## config.mk

```make
export PLATFORM = sky130hd
export DESIGN_NAME = remap_table_scanner
export DESIGN_NICKNAME = d
export VERILOG_FILES = /design/src/rtl/remap_table_scanner.sv
export SDC_FILE = /design/constraint.sdc
export NUM_CORES = 1
export LEC_CHECK = 0
export CORE_UTILIZATION = 43
export CTS_CLUSTER_DIAMETER = 30
export DETAILED_ROUTE_END_ITERATION = 10
export GPL_TIMING_DRIVEN = 0
export PLACE_DENSITY_LB_ADDON = 0.15
export SETUP_SLACK_MARGIN = 0.02
export SLEW_MARGIN = 5
export SYNTH_ARGS = -nofsm -noshare
export SYNTH_HDL_FRONTEND = slang
export SYNTH_SLANG_ARGS = --single-unit
export TNS_END_PERCENT = 1
```

## constraint.sdc

```tcl
create_clock -name i_clk -period 2.4 [get_ports i_clk]
set_input_delay 0.24 -clock i_clk [delete_from_list [all_inputs] [get_ports i_clk]]
set_output_delay 0.24 -clock i_clk [all_outputs]
set_load 0.005 [all_outputs]
```

## src/rtl/remap_table_scanner.sv

```systemverilog
// Walks the channel remap table from index 0 to a latched limit and streams
// {index, remapped} words over a valid/ready port, optionally rescanning forever.
module remap_table_scanner #(
    parameter int unsigned NUM_ENTRIES = 128,
    parameter int unsigned IDX_W       = 7
) (
    input  logic             i_clk,
    input  logic             i_reset,
    input  logic             i_start,
    input  logic             i_continuous,
    input  logic             i_abort,
    input  logic [IDX_W-1:0] i_last_idx,
    output logic [IDX_W-1:0] o_index_number,
    input  logic [IDX_W-1:0] i_index_number_remapped,
    output logic             o_m_valid,
    input  logic             i_m_ready,
    output logic [15:0]      o_m_data,
    output logic             o_busy,
    output logic             o_done,
    output logic [15:0]      o_pass_count
);

    localparam logic [2:0] S_IDLE = 3'd0;
    localparam logic [2:0] S_ADDR = 3'd1;
    localparam logic [2:0] S_CAPT = 3'd2;
    localparam logic [2:0] S_OUT  = 3'd3;
    localparam logic [2:0] S_DONE = 3'd4;

    localparam logic [IDX_W-1:0] LAST_IDX = IDX_W'(NUM_ENTRIES - 1);
    localparam logic [IDX_W-1:0] IDX_ONE  = IDX_W'(1);

    logic [2:0]       r_state;
    logic [IDX_W-1:0] r_index;
    logic [IDX_W-1:0] r_lim;
    logic             r_abort;
    logic             r_m_valid;
    logic [15:0]      r_m_data;
    logic             r_done;
    logic [15:0]      r_pass_count;

    logic [IDX_W-1:0] w_lim_in;
    logic             w_abort_seen;
    logic             w_at_end;
    logic [15:0]      w_word;

    assign w_lim_in     = (i_last_idx > LAST_IDX) ? LAST_IDX : i_last_idx;
    // An abort arriving on the handshake cycle itself still ends the scan after this word.
    assign w_abort_seen = r_abort | i_abort;
    assign w_at_end     = (r_index == r_lim);
    assign w_word       = {1'b0, r_index, 1'b0, i_index_number_remapped};

    always_ff @(posedge i_clk) begin
        if (i_reset) begin
            r_state      <= S_IDLE;
            r_index      <= '0;
            r_lim        <= '0;
            r_abort      <= 1'b0;
            r_m_valid    <= 1'b0;
            r_m_data     <= '0;
            r_done       <= 1'b0;
            r_pass_count <= '0;
        end else begin
            r_done <= 1'b0;
            if ((r_state != S_IDLE) && i_abort) begin
                r_abort <= 1'b1;
            end
            case (r_state)
                S_IDLE: begin
                    if (i_start) begin
                        r_lim   <= w_lim_in;
                        r_index <= '0;
                        r_abort <= i_abort;
                        r_state <= S_ADDR;
                    end
                end
                S_ADDR: begin
                    r_state <= S_CAPT;
                end
                S_CAPT: begin
                    r_m_data  <= w_word;
                    r_m_valid <= 1'b1;
                    r_state   <= S_OUT;
                end
                S_OUT: begin
                    if (i_m_ready) begin
                        r_m_valid <= 1'b0;
                        if (w_abort_seen) begin
                            r_done  <= 1'b1;
                            r_state <= S_DONE;
                        end else if (w_at_end) begin
                            if (r_pass_count != 16'hFFFF) begin
                                r_pass_count <= r_pass_count + 16'd1;
                            end
                            r_done <= 1'b1;
                            if (i_continuous) begin
                                r_index <= '0;
                                r_state <= S_ADDR;
                            end else begin
                                r_state <= S_DONE;
                            end
                        end else begin
                            r_index <= r_index + IDX_ONE;
                            r_state <= S_ADDR;
                        end
                    end
                end
                S_DONE: begin
                    r_abort <= 1'b0;
                    r_state <= S_IDLE;
                end
                default: begin
                    r_state <= S_IDLE;
                end
            endcase
        end
    end

    assign o_index_number = r_index;
    assign o_m_valid      = r_m_valid;
    assign o_m_data       = r_m_data;
    assign o_busy         = (r_state != S_IDLE);
    assign o_done         = r_done;
    assign o_pass_count   = r_pass_count;

endmodule

```

==> run_1/cell_density.png <==
The bar under the picture is 20 microns long. The die is cut into 8 by 8 equal tiles; dark blue is low, red is high, 0 to 100% covered.
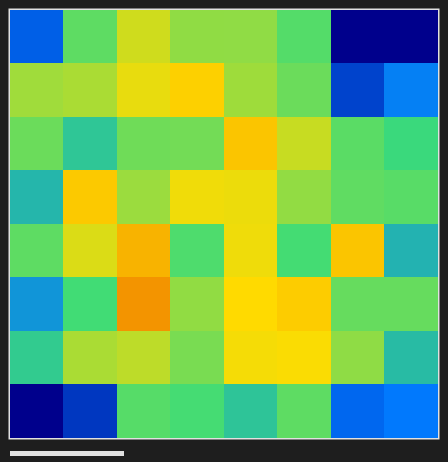
- emptiest ninth of the die: upper right
- nearly empty tiles: 4.7%
- mean over tiles: 54%
- tiles over 75% full: 13%
- fullest tile: 83%
Core Footprint: 5110 sq um
final core occ: 0.610
FP Util: 0.449

==> run_1/placement_by_type.png <==
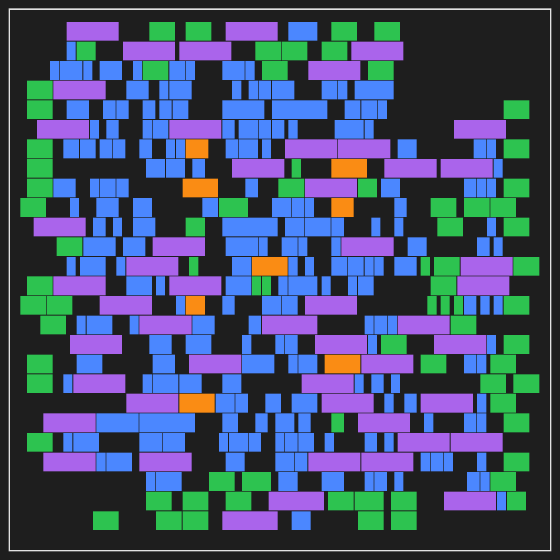
- blue: combinational and other logic (cells 202; share of their area 41%)
- orange: clock drivers and dummy loads (cells 8; share of their area 3.1%)
- purple: flops (cells 50; share of their area 33%)
- green: other buffers and delay cells (cells 75; share of their area 23%)
Finished Cell Area: 3120 sq um
# rows: 26
sequential share of cell area: 0.322

==> run_1/metal_density.png <==
The bar under the picture is 20 microns long. The die is cut into 15 by 15 equal tiles; dark blue is low, red is high, scaled to the fullest tile. Values are wire area over tile area, all layers added.
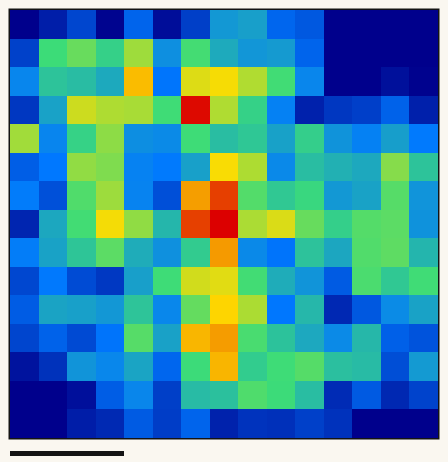
- tiles over half the peak: 26%
- emptiest ninth of the die: upper right
- fullest tile: 0.41
- nearly empty tiles: 8.9%
- densest ninth of the die: center
- mean over tiles: 0.14
vias after detailed routing: 1,996
total track usage: 0.189
Routed WL: 5080 microns
average wire per standard cell: 12.5 microns

==> results.cfg, run 1 <==
; physical design summary
[status]
status = complete, no violations

[setup_path]
crit_family = simple AND/OR/NAND/NOR gates
rr_endpoint = o_pass_count[15]
start_kind = flop
max_stage_delay_ns = 0.39
critPathBufInv = 2
slowest_stage = nor4_4
required_ns = 2.60
crit_cells = 8

[cts]
holdBufCountCts = 0
clk_path_buf_depth = 2
numCtsBuffers = 5
cts_resized = 7
clk_pin_slew_ns = 0.11

[power_and_ir_drop]
sequentialPower_uw = 871
power.group.top = registers
ir_drop_v = 0.000276
internal_power_uw = 1160
pg_comb_uw = 196
p_switching_uw = 422
p_leak_uw = 0.00116
power_density_nw_per_um2 = 508

[global_route]
grt_pass1_vias = 1772
use_met3 = 0.0509
met2_usage = 0.293
busiest_layer = met2
met1_usage = 0.257

[synthesis]
edf_count = 0
syn_avg_cell_area_sq_um = 8.63
synth-compound-area-share = 0.109
netlist_instances = 266
synth.area.top_cells = dfxtp_1, nand2_1, nor2_1
synth_warnings = 0
mux_area_frac = 0.0496
ys.flop_type = dfxtp_1
ys_seq_frac = 0.436
ys_cells = 266
synth_cell_types = 45
top_cells_by_count = dfxtp_1, nand2_1, nor2_1, a21oi_1, nand3_1
synth_area_sq_um = 2290
simple_gate_area_frac = 0.279

[route]
wl_met2_microns = 2190
drt_iter0_markers = 86
first_pass_iters = 4
drt-vias-per-instance = 4.93

[final_timing]
timing.hold.ws_ns = 0.458
finClkSkew_ns = 0.0147
setup_viol = 0
period_used_share = 0.947
slew_violations = 0
max_freq_mhz = 440
relSlewSlack = 0.354
rsz0062_at_grt = false

[final_layout]
biggestCellCategory = combinational gates
comb_share = 0.394
clk_share = 0.0301
instances_no_fill = 405

[floorplanning]
tap_cells = 70
die_w_microns = 75.1
die_h_microns = 75.1
io-pin-count = 62
die-area_sq_um = 5630

[min_path]
hold_depth = 2

[placement]
place_area_sq_um = 2980
post-dp-hpwl_microns = 3610
-- run 1: cell usage in the layout, fill, tap and decap left out, types with 2 or more instances in the layout --
master and instances:
nand3_1 14, nor3b_1 3, xor2_1 7, buf_4 4, a21oi_1 20, nor2_1 31, a21o_1 4, nor4_1 3
or4_1 2, nand4_1 2, clkdlybuf4s50_1 59, dfxtp_1 47, nor3_2 2, or2_2 3, ha_1 2, conb_1 2
dfxtp_2 3, xnor2_1 9, nand3b_1 2, mux2i_1 8, mux2_2 2, clkbuf_8 5, inv_1 4, nor4_4 2
and3_1 2, clkbuf_1 7, nand2_1 41, nor3_1 7, nor2b_1 5, buf_6 3, o31ai_1 7
==> run_1/congestion.png <==
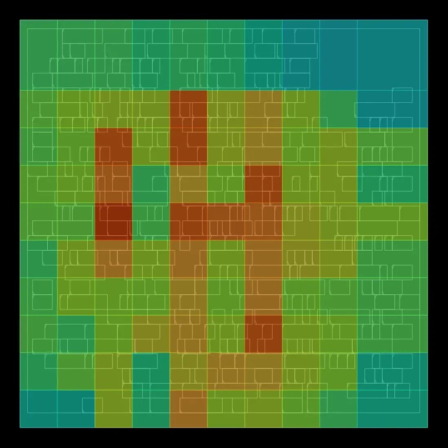

==> run 1 -> run 2 <==
- CORE_MARGIN: unset -> 2
- CORE_UTILIZATION: 43 -> 35
==> run_2/congestion.png <==
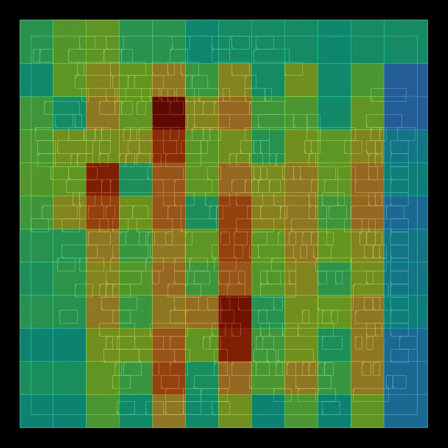
final core occ: 0.493
total track usage: 0.152
gr busiest metal: met2
met1 GRT Util: 0.203

==> results.cfg, run 2 <==
; physical design summary
[status]
status = complete, no violations

[power_and_ir_drop]
ir_drop_v = 0.000273
power_uw = 1670
internal_power_uw = 1270
power_density_nw_per_um2 = 535
p_sw_frac = 0.245
p_leak_uw = 0.00116
p_clk_frac = 0.358
p_seq_frac = 0.520
p_comb_frac = 0.122
p_switching_uw = 409

[cts]
numCtsBuffers = 5
holdBufCountCts = 0
cts_resized = 1
cts_setup_buffers = 2
clk_path_buf_depth = 2
htree_levels = 2
clock-root-buffer = clkbuf_8
clock_latency_ns = 0.31
tritoncts = yes
clk_pin_slew_ns = 0.10
numClockSinks = 50

[final_timing]
finalSetupTns_ns = 0
setup_viol = 0
finClkSkew_ns = 0.0104
period_needed_ns = 2.27
period_used_share = 0.944
slew_violations = 0
hold_violations = 0
max_freq_mhz = 441
rsz0062_at_grt = true
timing.hold.ws_ns = 0.456
worst_slew_pin_slew_ns = 0.804
relSlewSlack = 0.462

[global_route]
antenna_found_initial = 0
met2_usage = 0.244
use_met3 = 0.0350
overflow = 0
grt_max_degree = 17
grt_pass1_wl_microns = 8980
grt_pass1_vias = 1942

[route]
drt-vias-per-instance = 4.86
wl_met3_microns = 263
first_pass_iters = 4
final_antenna_net_count = 0
wl_per_cell_microns = 12.6
vias = 2009
top_layer = met4
drt_iter0_markers = 92
routed_wl_microns = 5220
drc = 0
met1_length_microns = 2610
wl_met2_microns = 2310

[synthesis]
ys_seq_frac = 0.436
ys_seq_elements = 50
ys_cells = 266
synth_top_area_share = 0.436
synth_warnings = 0
top_area_cell = dfxtp_1
netlist_instances = 266
ys.flop_type = dfxtp_1
xor_share = 0.0682
most_common_cell = dfxtp_1
top_cells_by_count = dfxtp_1, nand2_1, nor2_1, a21oi_1, nand3_1
simple_gate_area_frac = 0.279
synth-compound-area-share = 0.109
synth_cell_types = 45
edf_count = 0
synth_area_sq_um = 2290
mux_area_frac = 0.0496
syn_avg_cell_area_sq_um = 8.63
yosys_area_sq_um = 2290
async_flop_share = 0
synth-adder-area-share = 0.0109
top_logic_kind = simple AND/OR/NAND/NOR gates
synth.area.top_cells = dfxtp_1, nand2_1, nor2_1

[setup_path]
critPathBufInv = 2
crit_end = o_pass_count[13]
rr_endpoint = o_pass_count[13]
slowest_stage = mux2_2
worstPathArrival_ns = 2.47
rrSetupSlack_ns = 0.13
r2r_start = o_index_number[2]
start_kind = flop
required_ns = 2.60
critical_path_class = reg -> reg
end_kind = flop
cp_cell_sequence = buf_2, xor2_1, nor3_2, nand4_4, or2_1, buf_6, nor4_1, mux2_2
r2r_cells = 8
path_max_fanout = 9
max_stage_delay_ns = 0.37
setup.worst_path.start = o_index_number[2]
crit_cells = 8
crit_family = simple AND/OR/NAND/NOR gates

[final_layout]
num_antenna_cells = 0
largest_reg_flops = 16
final_layout_size_suffix_gt1_frac = 0.101
postLayoutCellArea_sq_um = 3130
instances_no_fill = 413
final_layout_top_logic_cells = clkdlybuf4s50_1, dfxtp_1, nand2_1, nor2_1, a21oi_1
final_layout_top_logic_cell = clkdlybuf4s50_1
nNetsFinal = 357

[placement]
place_ws_ns = -0.142
dp_cells = 403
post-dp-hpwl_microns = 3850
io_buffer_count = 59
place_area_sq_um = 2990
place.gp.congestion = 0.785

[floorplanning]
fp-utilization = 0.361
core_sq_um = 6350
die-area_sq_um = 7220
io-pin-count = 62
die_w_microns = 85.0
die_h_microns = 85.0
rows = 29

[min_path]
min_path_type = reg -> reg
hold_depth = 2
min_to = o_m_data[1]
hp-start = o_m_data[1]

[job]
max-cap-violations = 0
warnings = 28
==> run_2/sizes.png <==
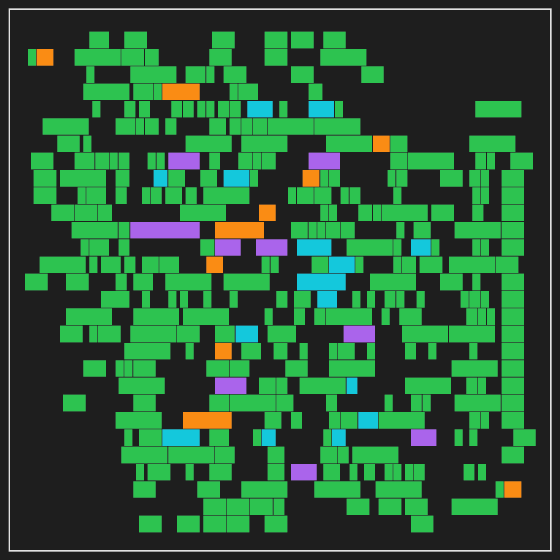
- cyan: _2 cells (cells 15; share 4.5%)
- purple: _6 and larger (cells 9; share 2.7%)
- green: _0 and _1 cells (cells 302; share 90%)
- orange: _3 and _4 cells (cells 10; share 3.0%)
Area Overhead vs Synth: 36.4%
Setup WS post-layout: 0.134 ns

==> run 2: final cells by class <==
class	count	area, sq um
Sequential cell	50	1000
Timing Repair Buffer	61	606
Clock inverter	3	45.0
Clock buffer	5	68.8
Fill cell	625	3220
Buffer	15	91.3
Multi-Input combinational cell	198	1210
Inverter	4	15.0
Tap cell	77	96.3
==> run 2: power by group through the flow <==
| stage | Clock, uW | Combinational [uW] | Sequential [uW] |
|---|---|---|---|
| floorplan | 0 | 114 | 888 |
| global placement | 0 | 198 | 890 |
| detailed placement | 0 | 199 | 891 |
| CTS | 620 | 205 | 872 |
| global route | 664 | 225 | 876 |
| finish | 599 | 204 | 872 |
Power figures rest on the tool's default switching activity, not on a simulated workload.
